<file path="src/rtl/mem_access_ctrl_pkg.sv">
// Shared definitions for the MEM-stage load/store engine: memory-op codes, FSM states and
// the misalignment rule.
package mem_access_ctrl_pkg;

  localparam int unsigned DATA_WIDTH_MEM_OP = 4;
  localparam int unsigned MemTimeoutDefault = 255;

  typedef enum logic [DATA_WIDTH_MEM_OP-1:0] {
    MemOpNone = 4'd0,
    MemOpLb   = 4'd1,
    MemOpLh   = 4'd2,
    MemOpLw   = 4'd3,
    MemOpLbu  = 4'd4,
    MemOpLhu  = 4'd5,
    MemOpSb   = 4'd6,
    MemOpSh   = 4'd7,
    MemOpSw   = 4'd8
  } mem_op_e;

  typedef enum logic [1:0] {
    StIdle  = 2'd0,
    StReq   = 2'd1,
    StWaitR = 2'd2,
    StDone  = 2'd3
  } mem_state_e;

  function automatic logic is_misaligned(input logic [DATA_WIDTH_MEM_OP-1:0] op,
                                         input logic [1:0] off);
    logic mis;
    mis = 1'b0;
    case (op)
      MemOpLh, MemOpLhu, MemOpSh: mis = off[0];
      MemOpLw, MemOpSw:           mis = |off;
      default:                    mis = 1'b0;
    endcase
    return mis;
  endfunction

endpackage

</file>
<file path="src/rtl/mem_access_ctrl_load_align_ext.sv">
// Combinational load-lane extraction and sign/zero extension of bus read data.
module load_align_ext
  import mem_access_ctrl_pkg::*;
(
  input  logic [DATA_WIDTH_MEM_OP-1:0] op_i,
  input  logic [1:0]                   off_i,
  input  logic [31:0]                  rdata_i,
  output logic [31:0]                  data_o
);

  logic [7:0]  byte_sel;
  logic [15:0] half_sel;

  always_comb begin
    byte_sel = rdata_i[{off_i, 3'b000} +: 8];
    half_sel = rdata_i[{off_i[1], 4'b0000} +: 16];
    case (op_i)
      MemOpLb:  data_o = {{24{byte_sel[7]}}, byte_sel};
      MemOpLbu: data_o = {24'd0, byte_sel};
      MemOpLh:  data_o = {{16{half_sel[15]}}, half_sel};
      MemOpLhu: data_o = {16'd0, half_sel};
      default:  data_o = rdata_i;
    endcase
  end

endmodule

</file>
<file path="src/rtl/mem_access_ctrl.sv">
// MEM-stage load/store engine driving a req/gnt/rvalid data bus.
// Optional bus watchdog enabled by defining MEM_ACCESS_TIMEOUT_EN.
module mem_access_ctrl
  import mem_access_ctrl_pkg::*;
#(
  parameter int unsigned ADDR_W         = 32,
  parameter int unsigned TIMEOUT_CYCLES = MemTimeoutDefault
) (
  input  logic                         clk_i,
  input  logic                         rst_i,
  input  logic                         cpu_en_i,
  input  logic                         ex_en_i,
  input  logic [ADDR_W-1:0]            ex_alu_out_i,
  input  logic [DATA_WIDTH_MEM_OP-1:0] ex_mem_op_i,
  input  logic                         ex_memory_rd_en_i,
  input  logic                         ex_memory_we_en_i,
  input  logic [31:0]                  ex_store_data_i,
  input  logic [3:0]                   ex_store_byteena_i,
  output logic                         bus_req_o,
  output logic                         bus_we_o,
  output logic [ADDR_W-1:0]            bus_addr_o,
  output logic [31:0]                  bus_wdata_o,
  output logic [3:0]                   bus_be_o,
  input  logic                         bus_gnt_i,
  input  logic                         bus_rvalid_i,
  input  logic [31:0]                  bus_rdata_i,
  output logic                         mem_stall_req_o,
  output logic [31:0]                  mem_load_data_o,
  output logic                         mem_load_valid_o,
  output logic                         mem_misaligned_o,
  output logic                         mem_bus_fault_o
);

  mem_state_e                   state_q, state_d;
  logic                         req_q, req_d, we_q, we_d, is_load_q, is_load_d;
  logic [ADDR_W-1:0]            addr_q, addr_d;
  logic [31:0]                  wdata_q, wdata_d, ldata_q, ldata_d, ext_data;
  logic [3:0]                   be_q, be_d;
  logic [DATA_WIDTH_MEM_OP-1:0] op_q, op_d;
  logic [1:0]                   off_q, off_d;
  logic                         acc, misaligned, load_fault;

  assign acc        = ex_en_i & (ex_memory_rd_en_i | ex_memory_we_en_i);
  assign misaligned = is_misaligned(ex_mem_op_i, ex_alu_out_i[1:0]);

  load_align_ext u_load_align_ext (
    .op_i    (op_q),
    .off_i   (off_q),
    .rdata_i (bus_rdata_i),
    .data_o  (ext_data)
  );

`ifdef MEM_ACCESS_TIMEOUT_EN
  localparam int unsigned TmrW = ($clog2(TIMEOUT_CYCLES + 1) > 8) ?
                                 $clog2(TIMEOUT_CYCLES + 1) : 8;
  logic [TmrW-1:0] tmr_q, tmr_d;
  logic            fault_q, fault_d, timeout_hit;

  assign timeout_hit = (tmr_q == TmrW'(TIMEOUT_CYCLES - 1));
  assign load_fault  = fault_q;
`else
  logic unused_timeout;
  assign unused_timeout = ^TIMEOUT_CYCLES;
  assign load_fault     = 1'b0;
`endif

  always_comb begin
    state_d          = state_q;
    req_d            = req_q;
    we_d             = we_q;
    addr_d           = addr_q;
    wdata_d          = wdata_q;
    be_d             = be_q;
    op_d             = op_q;
    off_d            = off_q;
    is_load_d        = is_load_q;
    ldata_d          = ldata_q;
    mem_stall_req_o  = 1'b0;
    mem_misaligned_o = 1'b0;
`ifdef MEM_ACCESS_TIMEOUT_EN
    fault_d          = fault_q;
`endif
    unique case (state_q)
      StIdle: begin
        if (acc && misaligned) begin
          mem_misaligned_o = cpu_en_i;
        end else if (acc) begin
          mem_stall_req_o = 1'b1;
          state_d         = StReq;
          req_d           = 1'b1;
          we_d            = ex_memory_we_en_i;
          addr_d          = {ex_alu_out_i[ADDR_W-1:2], 2'b00};
          wdata_d         = ex_memory_we_en_i ? ex_store_data_i : 32'd0;
          be_d            = ex_memory_we_en_i ? ex_store_byteena_i : 4'hF;
          op_d            = ex_mem_op_i;
          off_d           = ex_alu_out_i[1:0];
          is_load_d       = ex_memory_rd_en_i;
        end
      end
      StReq: begin
        mem_stall_req_o = 1'b1;
        if (bus_gnt_i) begin
          req_d   = 1'b0;
          state_d = is_load_q ? StWaitR : StDone;
        end
`ifdef MEM_ACCESS_TIMEOUT_EN
        else if (timeout_hit) begin
          req_d   = 1'b0;
          state_d = StDone;
          fault_d = 1'b1;
        end
`endif
      end
      StWaitR: begin
        mem_stall_req_o = 1'b1;
        if (bus_rvalid_i) begin
          ldata_d = ext_data;
          state_d = StDone;
        end
`ifdef MEM_ACCESS_TIMEOUT_EN
        else if (timeout_hit) begin
          state_d = StDone;
          fault_d = 1'b1;
        end
`endif
      end
      StDone: begin
        state_d = StIdle;
`ifdef MEM_ACCESS_TIMEOUT_EN
        fault_d = 1'b0;
`endif
      end
      default: state_d = StIdle;
    endcase
`ifdef MEM_ACCESS_TIMEOUT_EN
    // Counter restarts on every entry to REQ/WAIT_R and runs while the state holds.
    tmr_d = (((state_q == StReq) || (state_q == StWaitR)) && (state_d == state_q)) ?
            tmr_q + 1'b1 : '0;
`endif
  end

  always_ff @(posedge clk_i or posedge rst_i) begin
    if (rst_i) begin
      state_q   <= StIdle;
      req_q     <= 1'b0;
      we_q      <= 1'b0;
      addr_q    <= '0;
      wdata_q   <= '0;
      be_q      <= '0;
      op_q      <= '0;
      off_q     <= '0;
      is_load_q <= 1'b0;
      ldata_q   <= '0;
    end else if (cpu_en_i) begin
      state_q   <= state_d;
      req_q     <= req_d;
      we_q      <= we_d;
      addr_q    <= addr_d;
      wdata_q   <= wdata_d;
      be_q      <= be_d;
      op_q      <= op_d;
      off_q     <= off_d;
      is_load_q <= is_load_d;
      ldata_q   <= ldata_d;
    end
  end

`ifdef MEM_ACCESS_TIMEOUT_EN
  always_ff @(posedge clk_i or posedge rst_i) begin
    if (rst_i) begin
      tmr_q   <= '0;
      fault_q <= 1'b0;
    end else if (cpu_en_i) begin
      tmr_q   <= tmr_d;
      fault_q <= fault_d;
    end
  end

  assign mem_bus_fault_o = (state_q == StDone) & fault_q;
`else
  assign mem_bus_fault_o = 1'b0;
`endif

  assign bus_req_o        = req_q;
  assign bus_we_o         = we_q;
  assign bus_addr_o       = addr_q;
  assign bus_wdata_o      = wdata_q;
  assign bus_be_o         = be_q;
  assign mem_load_data_o  = ldata_q;
  assign mem_load_valid_o = (state_q == StDone) & is_load_q & ~load_fault;

endmodule

</file>
<file path="config.mk">
export PLATFORM = sky130hd
export DESIGN_NAME = mem_access_ctrl
export DESIGN_NICKNAME = d
export VERILOG_FILES = /design/src/rtl/mem_access_ctrl_pkg.sv /design/src/rtl/mem_access_ctrl_load_align_ext.sv /design/src/rtl/mem_access_ctrl.sv
export SDC_FILE = /design/constraint.sdc
export NUM_CORES = 1
export LEC_CHECK = 0
export ABC_AREA = 0
export CORE_ASPECT_RATIO = 1.1
export CORE_MARGIN = 4
export CORE_UTILIZATION = 42
export CTS_BUF_LIST = sky130_fd_sc_hd__clkbuf_4 sky130_fd_sc_hd__clkbuf_8 sky130_fd_sc_hd__clkbuf_16
export DETAILED_ROUTE_END_ITERATION = 8
export PLACE_DENSITY = 0.91
export RECOVER_POWER = 50
export SLEW_MARGIN = 5
export SYNTH_ARGS = -nofsm -noshare
export SYNTH_HDL_FRONTEND = slang
export SYNTH_SLANG_ARGS = --single-unit
</file>
<file path="constraint.sdc">
create_clock -name clk_i -period 4.15 [get_ports clk_i]
set_clock_uncertainty 0.1 [all_clocks]
set_input_delay 0.415 -clock clk_i [delete_from_list [all_inputs] [get_ports clk_i]]
set_output_delay 0.415 -clock clk_i [all_outputs]
set_load 0.02 [all_outputs]
</file>
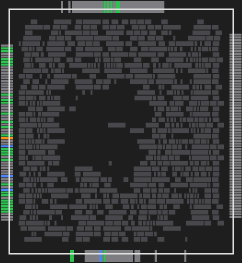
(images/pins.png)
(2 px per um) Pins as bars across the die edge, other pins in grey.
Key: bus_wdata_o = green [pins 32, direction output, edge 24 left, 5 top, 3 bottom]; ex_store_byteena_i = blue [pins 4, direction input, edge 3 left, 1 bottom]; bus_we_o = orange [pins 1, direction output, edge left]
DIE WIDTH: 111 um
IO buf count: 214
Chip Height: 122 um

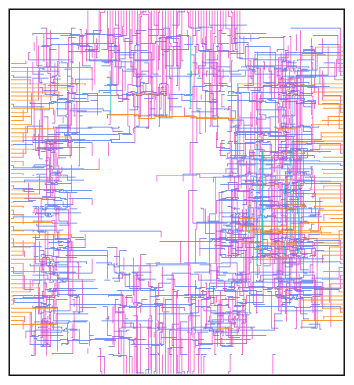
(images/metal_stack.png)
(3 px per um)
Key: met4 = cyan [wire length 342 um]; met1 = blue [wire length 5350 um]; met3 = orange [wire length 1400 um]; met2 = magenta [wire length 7170 um]
Vias: 4350
Detailed Route WL: 14.3 mm
WL/cell: 17.1 um

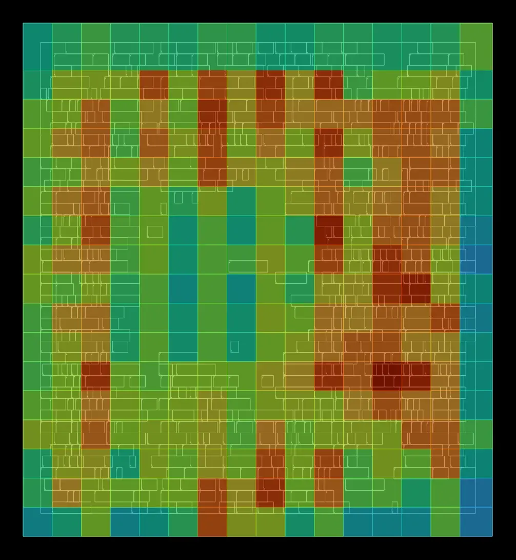
(images/final_congestion.png)
GR Util met2: 36.7%
total track usage: 20.6%
most used routing layer: met2

## cells by family (layout without fill, tap and decap cells)
| family | count (synthesis) | in the layout |
|---|---|---|
| AND-OR/OR-AND | 104 | 104 |
| XOR/XNOR | 1 | 1 |
| adder cells (fa/ha/maj) | 6 | 6 |
| buffers and inverters | 38 | 241 |
| flip-flops | 109 | 109 |
| multiplexers | 48 | 48 |
| other | 1 | 3 |
| AND/OR/NAND/NOR | 172 | 172 |
## flip-flops by register name, summed over array words and instances (netlist names)
register	count
bus_be_o	4
state_q	2
bus_addr_o	30
is_load_q	1
bus_wdata_o	32
off_q	2
mem_load_data_o	32
bus_req_o	1
bus_we_o	1
op_q	4
## critical path, stage by stage
cell and delay, ps:
clkdlybuf4s50_1 540, mux2i_1 220, o22ai_1 140, nor2_1 150
a31oi_1 100, nor2_1 100, clkdlybuf4s50_1 610
## layout by cell type (no fill, tap or decap), types with 2 or more instances in the layout
cell type	instances
clkinv_4	2
o21ai_0	39
a211o_1	5
mux2_2	40
o41ai_1	5
nor3_1	3
conb_1	3
clkdlybuf4s50_1	162
and3_1	3
a211oi_2	5
buf_4	3
inv_1	5
mux2i_1	8
nor2b_1	6
a31oi_1	9
clkinvlp_4	2
ha_1	6
nand2_1	105
nor2_1	38
o21a_1	3
dfrtp_1	109
clkbuf_16	9
a21oi_1	22
dlygate4sd3_1	52
nand3_1	4
o31ai_1	6
## report_power, final
| part | switching (mW) | total (mW) | internal (mW) |
|---|---|---|---|
| clock network | 0.391 | 0.880 | 0.489 |
| logic | 1.40 | 2.64 | 1.24 |
| registers | 0.326 | 1.88 | 1.55 |
==> impl_metrics.env <==
# source this file to load flow results
export IMPL_status="finished with violations"
export IMPL_violations="capacitance limit, slew limit"
export IMPL_crit_fanout=4
export IMPL_timing_final_ws_setup_ps=1350
export IMPL_min_period_ps=2800
export IMPL_area_leaders="dfrtp_1 (55%), mux2_2 (9.2%), nand2_1 (8.0%)"
export IMPL_combGateArea_um2=2030
export IMPL_leakagePower_nw=3.26
export IMPL_highest_layer="met4"
export IMPL_hp_start="mem_load_data_o[6]"
export IMPL_placed_cells=818
export IMPL_top_cell="dfrtp_1"
export IMPL_rows=41
export IMPL_use_met1_pct=23.4
export IMPL_synth_avg_cell_area_um2=10.3
export IMPL_path_class="primary input to primary output"
export IMPL_nFillCells=868
export IMPL_bufAreaShareNonClock_pct=29.3
export IMPL_grt_setup_unrepaired="no"
export IMPL_root_buffer="clkbuf_16"
export IMPL_grt_pass1_vias=4485
export IMPL_tns_ps=0
export IMPL_ys_sh_simple_pct=14.9
export IMPL_async_flop_share_pct=100
export IMPL_nMultiInputCombCells=334
export IMPL_crit_path_start_kind="primary input"
export IMPL_nClkBuffers=10
export IMPL_drv_cap=1
export IMPL_route_met3_wl_mm=1.40
export IMPL_grt_max_degree=97
export IMPL_largest_class="flip-flops and latches"
export IMPL_finalCritPeriodShare_pct=67.5
export IMPL_gp_congestion=0.870
export IMPL_cts_repair_resized=0
export IMPL_comb_share_pct=27.2
export IMPL_seq_area_um2=2730
export IMPL_grt_overflow_total=0
export IMPL_netlist_area_um2=4920
export IMPL_numCtsBuffers=9
export IMPL_slew_violations=42
export IMPL_end_kind="primary output"
export IMPL_num_nets_final=797
export IMPL_initial_utilization_pct=42.8
export IMPL_cts_buffer_depth=2
export IMPL_powerDensity_nw_per_um2=723
export IMPL_crit_path_end="mem_stall_req_o"
export IMPL_cp_startpoint="ex_mem_op_i[2]"
export IMPL_yosysUniqueCellTypes=48
export IMPL_hold_class="flop to flop"
